### src/rtl/cbus_pkg.sv
// Cache-bus request/response burst types shared by the L1 caches, the arbiter
// and the AXI bridge.
package cbus_pkg;

   localparam logic [7:0] MLEN1  = 8'd0;
   localparam logic [7:0] MLEN2  = 8'd1;
   localparam logic [7:0] MLEN4  = 8'd3;
   localparam logic [7:0] MLEN8  = 8'd7;
   localparam logic [7:0] MLEN16 = 8'd15;

   // 151-bit request; len encodes beats-1.
   typedef struct packed {
      logic        valid;
      logic        is_write;
      logic [63:0] addr;
      logic [2:0]  size;
      logic [7:0]  len;
      logic [1:0]  burst;
      logic [7:0]  strobe;
      logic [63:0] data;
   } cbus_req_t;

   // 66-bit response; ready qualifies each beat, last marks the final one.
   typedef struct packed {
      logic        ready;
      logic        last;
      logic [63:0] data;
   } cbus_resp_t;

endpackage

### src/rtl/cbus_arbiter.sv
// Round-robin, transaction-granular arbiter sharing one downstream cache bus
// among NUM_MASTERS cache-side masters.
module cbus_arbiter
   import cbus_pkg::*;
#(
   parameter int NUM_MASTERS = 2,
   parameter int IDX_W       = $clog2(NUM_MASTERS)
) (
   input  logic             clk,
   input  logic             rst_n,
   input  cbus_req_t        ireqs  [NUM_MASTERS],
   output cbus_resp_t       iresps [NUM_MASTERS],
   output cbus_req_t        oreq,
   input  cbus_resp_t       oresp,
   output logic             busy,
   output logic [IDX_W-1:0] owner
);

   // Handshake: a beat transfers on a cycle where oreq.valid and oresp.ready
   // are both 1; oresp.last on such a beat ends the transaction. Masters hold
   // valid and request fields stable until they see their last beat.

   typedef enum logic {IDLE, BUSY} state_t;

   state_t           state_q, state_d;
   logic [IDX_W-1:0] owner_q, owner_d;
   logic [IDX_W-1:0] rr_q, rr_d;
   logic             grant_found;
   logic [IDX_W-1:0] grant_idx;
   int               scan_sum;
   int               scan_idx;

   // First valid master at or after rr_q, wrapping modulo NUM_MASTERS.
   always_comb begin
      grant_found = 1'b0;
      grant_idx   = '0;
      scan_sum    = 0;
      scan_idx    = 0;
      for (int k = 0; k < NUM_MASTERS; k++) begin
         scan_sum = int'(rr_q) + k;
         scan_idx = (scan_sum >= NUM_MASTERS) ? scan_sum - NUM_MASTERS : scan_sum;
         if (!grant_found && ireqs[IDX_W'(scan_idx)].valid) begin
            grant_found = 1'b1;
            grant_idx   = IDX_W'(scan_idx);
         end
      end
   end

   always_comb begin
      state_d = state_q;
      owner_d = owner_q;
      rr_d    = rr_q;
      case (state_q)
         IDLE: begin
            if (grant_found) begin
               state_d = BUSY;
               owner_d = grant_idx;
               rr_d    = (grant_idx == IDX_W'(NUM_MASTERS - 1)) ? '0 : grant_idx + 1'b1;
            end
         end
         BUSY: begin
            // A dropped valid aborts the transaction just like a last beat ends it.
            if (!ireqs[owner_q].valid || (oresp.ready && oresp.last)) begin
               state_d = IDLE;
            end
         end
         default: state_d = IDLE;
      endcase
   end

   // Live pass-through so per-beat write data and strobe add no latency.
   always_comb begin
      oreq = '0;
      for (int j = 0; j < NUM_MASTERS; j++) begin
         iresps[j] = '0;
      end
      if (state_q == BUSY) begin
         oreq = ireqs[owner_q];
         if (ireqs[owner_q].valid) begin
            iresps[owner_q] = oresp;
         end
      end
   end

   always_ff @(posedge clk or negedge rst_n) begin
      if (!rst_n) begin
         state_q <= IDLE;
         owner_q <= '0;
         rr_q    <= '0;
      end else begin
         state_q <= state_d;
         owner_q <= owner_d;
         rr_q    <= rr_d;
      end
   end

   assign busy  = (state_q == BUSY);
   assign owner = owner_q;

endmodule
### config.mk
export PLATFORM = sky130hd
export DESIGN_NAME = cbus_arbiter
export DESIGN_NICKNAME = d
export VERILOG_FILES = /design/src/rtl/cbus_pkg.sv /design/src/rtl/cbus_arbiter.sv
export SDC_FILE = /design/constraint.sdc
export NUM_CORES = 1
export LEC_CHECK = 0
export CAP_MARGIN = 30
export CORE_AREA = 2 2 252 254
export DETAILED_ROUTE_END_ITERATION = 7
export DIE_AREA = 0 0 254 256
export SYNTH_ARGS = -nofsm -noshare
export SYNTH_HDL_FRONTEND = slang
export SYNTH_SLANG_ARGS = --single-unit
export TNS_END_PERCENT = 10
### constraint.sdc
create_clock -name clk -period 1.41 [get_ports clk]
set_input_delay 0.282 -clock clk [delete_from_list [all_inputs] [get_ports clk]]
set_output_delay 0.282 -clock clk [all_outputs]
set_load 0.01 [all_outputs]
Run 1, wires at chosen ports, followed through buffers:
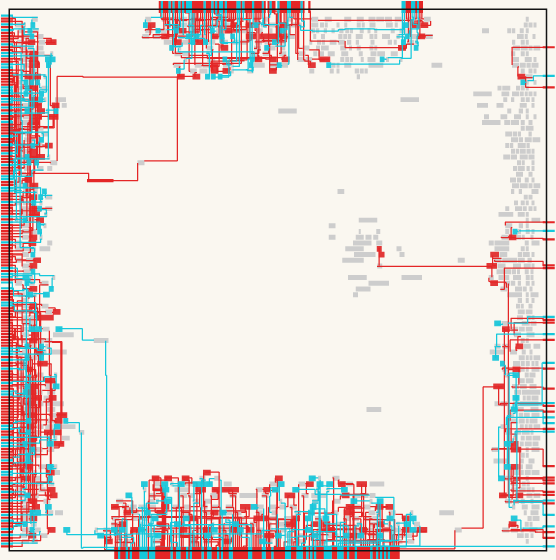
port	colour	bits	direction	edge	end cells	buffers	wire
oreq	cyan	151	output	59 left, 50 bottom, 29 top, 13 right	151	152	4770 um
ireqs	red	302	input	126 left, 97 bottom, 56 top, 23 right	156	305	9520 um

Run 1, wire density map:
25 x 26 tiles, from black (low) to pale yellow (high), scaled to the fullest tile. Values are wire area over tile area, all layers added.
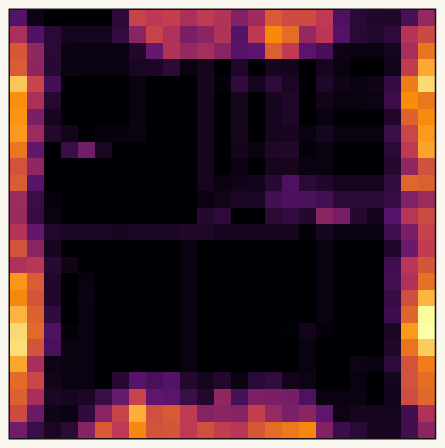
emptiest ninth of the die	centre
nearly empty tiles	36%
fullest tile	0.46
mean over tiles	0.078
tiles over half the peak	14%

Run 1, signal wires on met3:
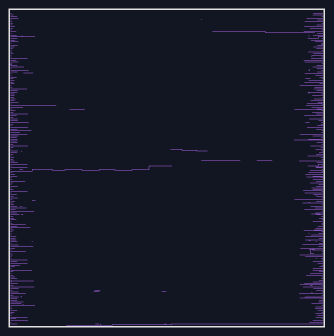
share of all routed wire	9.5%
nets with wire on the layer	390
wire length on this layer	2900 um
longest straight run	122 um
main direction	horizontal

==> results.sh, run 1 <==
# physical design summary
export IMPL_clock_tree_area_fraction=0.00678
export IMPL_placementRows=92
export IMPL_fin_cells=2025
export IMPL_antenna_found_initial=2
export IMPL_post_place_ws_ps=-827
export IMPL_dp_cells=1987
export IMPL_worstSetupStartpointType="register"
export IMPL_lay_top_cells="clkdlybuf4s50_1 (369), buf_2 (152), mux2i_1 (121)"
export IMPL_cts_buffers=3
export IMPL_pg_seq_uw=249
export IMPL_violations="setup timing"
export IMPL_path_cells="buf_12 -> buf_6 -> mux2i_2 -> nor2b_1 -> dlygate4sd2_1"
export IMPL_worst_setup_path_type="reg2out"
export IMPL_use_met3=0.0235
export IMPL_switching_power_mw=5.18
export IMPL_critPathSlowestCell="dfrtp_4"
export IMPL_endpoint="oreq[78]"
export IMPL_period_used=1.47
export IMPL_flops=3
export IMPL_cp_num_buf_inv=3
export IMPL_vias=6225
export IMPL_ctsLongestPathBuffers=2
export IMPL_first_global_vias=6194
export IMPL_globalplace_congestion=0.881
export IMPL_final_hold_viol_count=0
export IMPL_antenna_left=0
export IMPL_drcViolationCount=0
export IMPL_yosysWarnings=0
export IMPL_max_slew_margin=0.822
export IMPL_cts_resized=560
export IMPL_clock_latency_ps=220
export IMPL_cp_top_family="buffers and inverters"
export IMPL_maxCapViolCount=0
export IMPL_nMultiInputCombCells=442
export IMPL_p_per_area_nw_per_um2=1050
export IMPL_cts_setup_buffers=2
export IMPL_p_sw_frac=0.423
export IMPL_bufAreaShareNonClock=0.572
export IMPL_fp_util=0.0593
export IMPL_cp_startpoint="owner"
export IMPL_mappedNetlistArea_sq_um=3700
export IMPL_ir_drop_mv=0.548
export IMPL_met1_usage=0.0713
export IMPL_hpwlAfterDp_mm=24.8
export IMPL_cp_depth=5
export IMPL_nClkBuffers=4
export IMPL_regArea_sq_um=82.6
export IMPL_buffers=729
export IMPL_die_y_um=256
export IMPL_grt_setup_unrepaired="true"
export IMPL_seq_share=0.00711
export IMPL_p_clk_frac=0.037
export IMPL_synthTopCellsByArea="mux2i_1 (41%), nor2b_1 (26%), and2_1 (22%), clkbuf_1 (2.7%), buf_6 (2.1%)"
export IMPL_clock_fmax_mhz=484
export IMPL_regToRegEndpoint="busy"
export IMPL_status="complete, but fails checks"
export IMPL_seq_power_share=0.020
export IMPL_postSynthAreaPerCell_sq_um=7.50
export IMPL_log_warning_count=29
export IMPL_fillers=7096
export IMPL_slew_viol_final=0
export IMPL_routed_top_layer="met5"
export IMPL_end_kind="primary output"
export IMPL_ctsHoldBuffers=0
export IMPL_drt_initial_drc_count=134
export IMPL_dominant_cells="non-clock buffers"
export IMPL_fin_ws_ps=-657
export IMPL_setup_violations=284
export IMPL_min_period_ps=2070
export IMPL_via_per_inst=3.07
export IMPL_met3_length_mm=2.90
export IMPL_met1Wirelength_mm=10.4
export IMPL_drive_gt1_frac=0.369
export IMPL_combAreaFraction=0.323
export IMPL_tightest_slew_ps=263
export IMPL_core_area_sq_um=62400
export IMPL_clockRootBuffer="clkbuf_16"
export IMPL_synthArstFlopShare=1.00
export IMPL_worst_ep_required_time_ps=1130
export IMPL_worst_ep_arrival_time_ps=1780
## run 1: through the flow
stage | power [mW] | instance area (sq um) | util | hold WS (ps) | setup TNS (ps)
floorplan | 5.46 | 3870 | - | -13.6 | -6020
global route | 13.0 | 11600 | 0.186 | 262 | -159020
global placement | 11.3 | 11700 | 0.188 | 456 | -188750
finish | 12.2 | 11600 | 0.186 | 249 | -143980
CTS | 11.1 | 11300 | 0.182 | 253 | -170240
detailed placement | 11.4 | 11700 | 0.188 | 464 | -190280
## run 1: cells by family (layout without fill, tap and decap cells)
group                  after synthesis  count (layout)  synth area share
other                                0               1                 0
flip-flops                           3               3            0.0203
AND/OR/NAND/NOR                    287             287             0.487
buffers and inverters               48             733            0.0738
XOR/XNOR                             1               1           0.00237
multiplexers                       152             152             0.412
AND-OR/OR-AND                        2               2           0.00440
Run 1, cell placement:
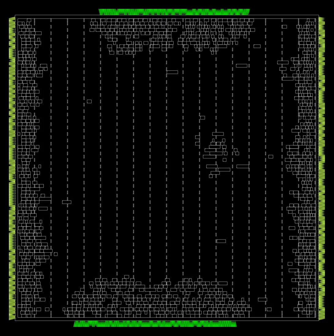

==> run 1 -> run 2 <==
- CELL_PAD_IN_SITES_DETAIL_PLACEMENT: default -> 2
- CELL_PAD_IN_SITES_GLOBAL_PLACEMENT: default -> 2
- CORE_AREA: 2 2 252 254 -> 2 2 254 256
- DIE_AREA: 0 0 254 256 -> 0 0 256 258
- PLACE_DENSITY_LB_ADDON: default -> 0.1
Run 2, cell placement:
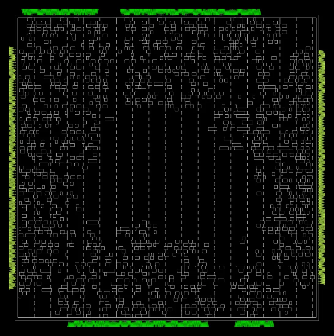
num sequential: 3
# Taps: 855
fin util: 0.187
Post-Layout Cell Count: 2041

Run 2, wires at chosen ports, followed through buffers:
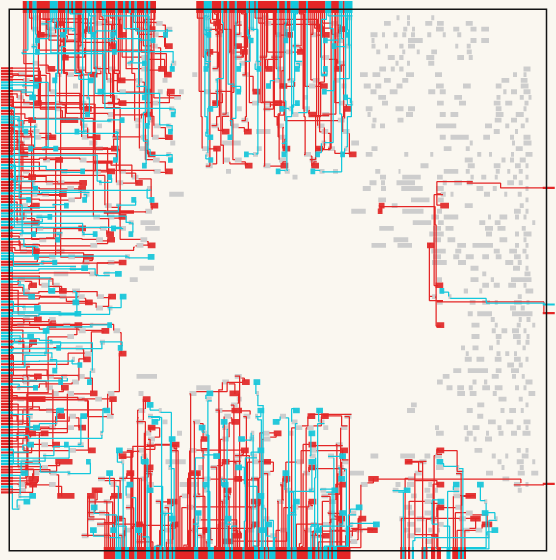
Port Buffers: 654
Ports: 655

Run 2, placement density heat map:
26 x 26 tiles, from black (low) to pale yellow (high), 0 to 100% covered.
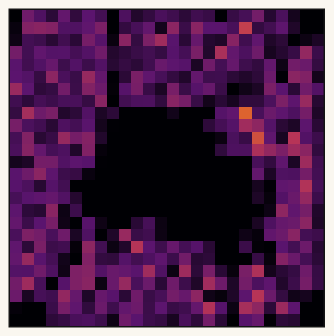
densest ninth of the die	upper left
fullest tile	63%
emptiest ninth of the die	centre
mean over tiles	16%
nearly empty tiles	24%

==> run 2 against run 1 <==
  * The run still ends with setup timing left
  * Non-clock buffer count rose by 4
  * Clock power grew 2%
  * Sequential power is 15% lower
  * Synthesized cell count did not move
  * Total power up 0.79%
  * Routed wire length increased by 29%
  * Largest power group unchanged
==> results.sh, run 2 <==
# physical design summary
export IMPL_synth_cells_most_frequent="mux2i_1 (151), nor2b_1 (151), and2_1 (132), clkbuf_1 (27), buf_4 (9)"
export IMPL_tightest_slew_ps=196
export IMPL_regToRegEndpoint="busy"
export IMPL_cts_buffers=3
export IMPL_worst_setup_path_type="reg2out"
export IMPL_setup_violations=285
export IMPL_via_per_inst=3.07
export IMPL_yosysWarnings=0
export IMPL_p_per_area_nw_per_um2=1030
export IMPL_grt_max_degree=25
export IMPL_final_area_sq_um=11900
export IMPL_synthArstFlopShare=1.00
export IMPL_worst_ep_arrival_time_ps=1710
export IMPL_regArea_sq_um=82.6
export IMPL_nClkBuffers=4
export IMPL_bufAreaShareNonClock=0.579
export IMPL_clock_latency_ps=230
export IMPL_buffers=733
export IMPL_maxCapViolCount=0
export IMPL_yosys_cells=493
export IMPL_post_place_ws_ps=-942
export IMPL_post_dp_cell_area_sq_um=11800
export IMPL_die_y_um=258
export IMPL_worstSetupStartpointType="register"
export IMPL_fa_ha_area_frac=0
export IMPL_dominant_cells="non-clock buffers"
export IMPL_antenna_found_initial=6
export IMPL_log_warning_count=29
export IMPL_dp_cells=2005
export IMPL_worst_ep_required_time_ps=1130
export IMPL_violations="setup timing"
export IMPL_ctsLongestPathBuffers=2
export IMPL_die_w_um=256
export IMPL_aoi_share=0.00440
export IMPL_placementRows=93
export IMPL_clock_tree_area_fraction=0.00661
export IMPL_ir_drop_mv=0.509
export IMPL_combAreaFraction=0.317
export IMPL_design_power_total_mw=12.3
export IMPL_fin_ws_ps=-586
export IMPL_endpoint="oreq[106]"
export IMPL_antenna_left=0
export IMPL_ctsHoldBuffers=0
export IMPL_end_kind="primary output"
export IMPL_mux_share=0.412
export IMPL_status="complete, but fails checks"
export IMPL_vias=6261
export IMPL_min_period_ps=2000
export IMPL_tns_ps=-129480
export IMPL_whs_ps=276
export IMPL_num_nonclk_inverters=0
export IMPL_synthTopCellsByArea="mux2i_1 (41%), nor2b_1 (26%), and2_1 (22%), clkbuf_1 (2.7%), buf_6 (2.1%)"
export IMPL_drive_gt1_frac=0.382
export IMPL_clock_fmax_mhz=501
export IMPL_grt_first_pass_wirelength_mm=53.2
export IMPL_wl_mm=39.3
export IMPL_seq_share=0.00692
export IMPL_period_used=1.42
export IMPL_cp_startpoint="owner"
export IMPL_drt_initial_drc_count=113
export IMPL_max_slew_margin=0.865
export IMPL_final_common_cell="clkdlybuf4s50_1"
export IMPL_first_global_vias=7054
export IMPL_wl_per_cell_um=19.3
export IMPL_ys_sh_xor=0.00237
export IMPL_final_hold_viol_count=0
export IMPL_fillers=7369
export IMPL_grt_setup_unrepaired="true"
export IMPL_logic_area_sq_um=3780
export IMPL_lay_top_cells="clkdlybuf4s50_1 (367), mux2i_1 (130), buf_2 (99)"
export IMPL_slew_viol_final=0
export IMPL_clockRootBuffer="clkbuf_16"
export IMPL_drcViolationCount=0
export IMPL_core_area_sq_um=63600
export IMPL_nMultiInputCombCells=442
export IMPL_hpwlAfterDp_mm=33.9
export IMPL_mappedNetlistArea_sq_um=3700
export IMPL_rrSetupSlack_ps=10
export IMPL_globalplace_congestion=0.754
export IMPL_yosys_area_share_simple=0.487
export IMPL_fp_util=0.0581
export IMPL_dieArea_sq_um=66000
export IMPL_postSynthAreaPerCell_sq_um=7.50
export IMPL_logic_family="simple AND/OR/NAND/NOR gates"
-- run 2: worst max-delay path, cell delays in order, from the launching register on --
cell           delay, ps
dfrtp_4              480
buf_12               190
buf_16               190
mux2i_1              230
nor2b_2               60
dlygate4sd2_1        300
-- run 2: report_power, final --
part | leakage [nW] | internal (mW) | total [mW] | switching, mW
sequential | 0.0335 | 0.141 | 0.212 | 0.0715
combinational | 5.39 | 6.53 | 11.7 | 5.13
clock | 0.0382 | 0.374 | 0.455 | 0.0812
-- run 2: what timing repair did --
action                     4_1_cts  5_1_grt
gates cloned                     5        3
resized                        785      309
pin swaps                       11        9
setup buffers                   13        7
setup endpoints to repair      285      288
-- run 2: routing by layer --
layer / wire length [um] / GRT usage
met5: 20 / 0
met4: 388 / 0.0128
met3: 3300 / 0.0419
met2: 22400 / 0.227
met1: 13200 / 0.102
Power is estimated from default activity; no workload was simulated.
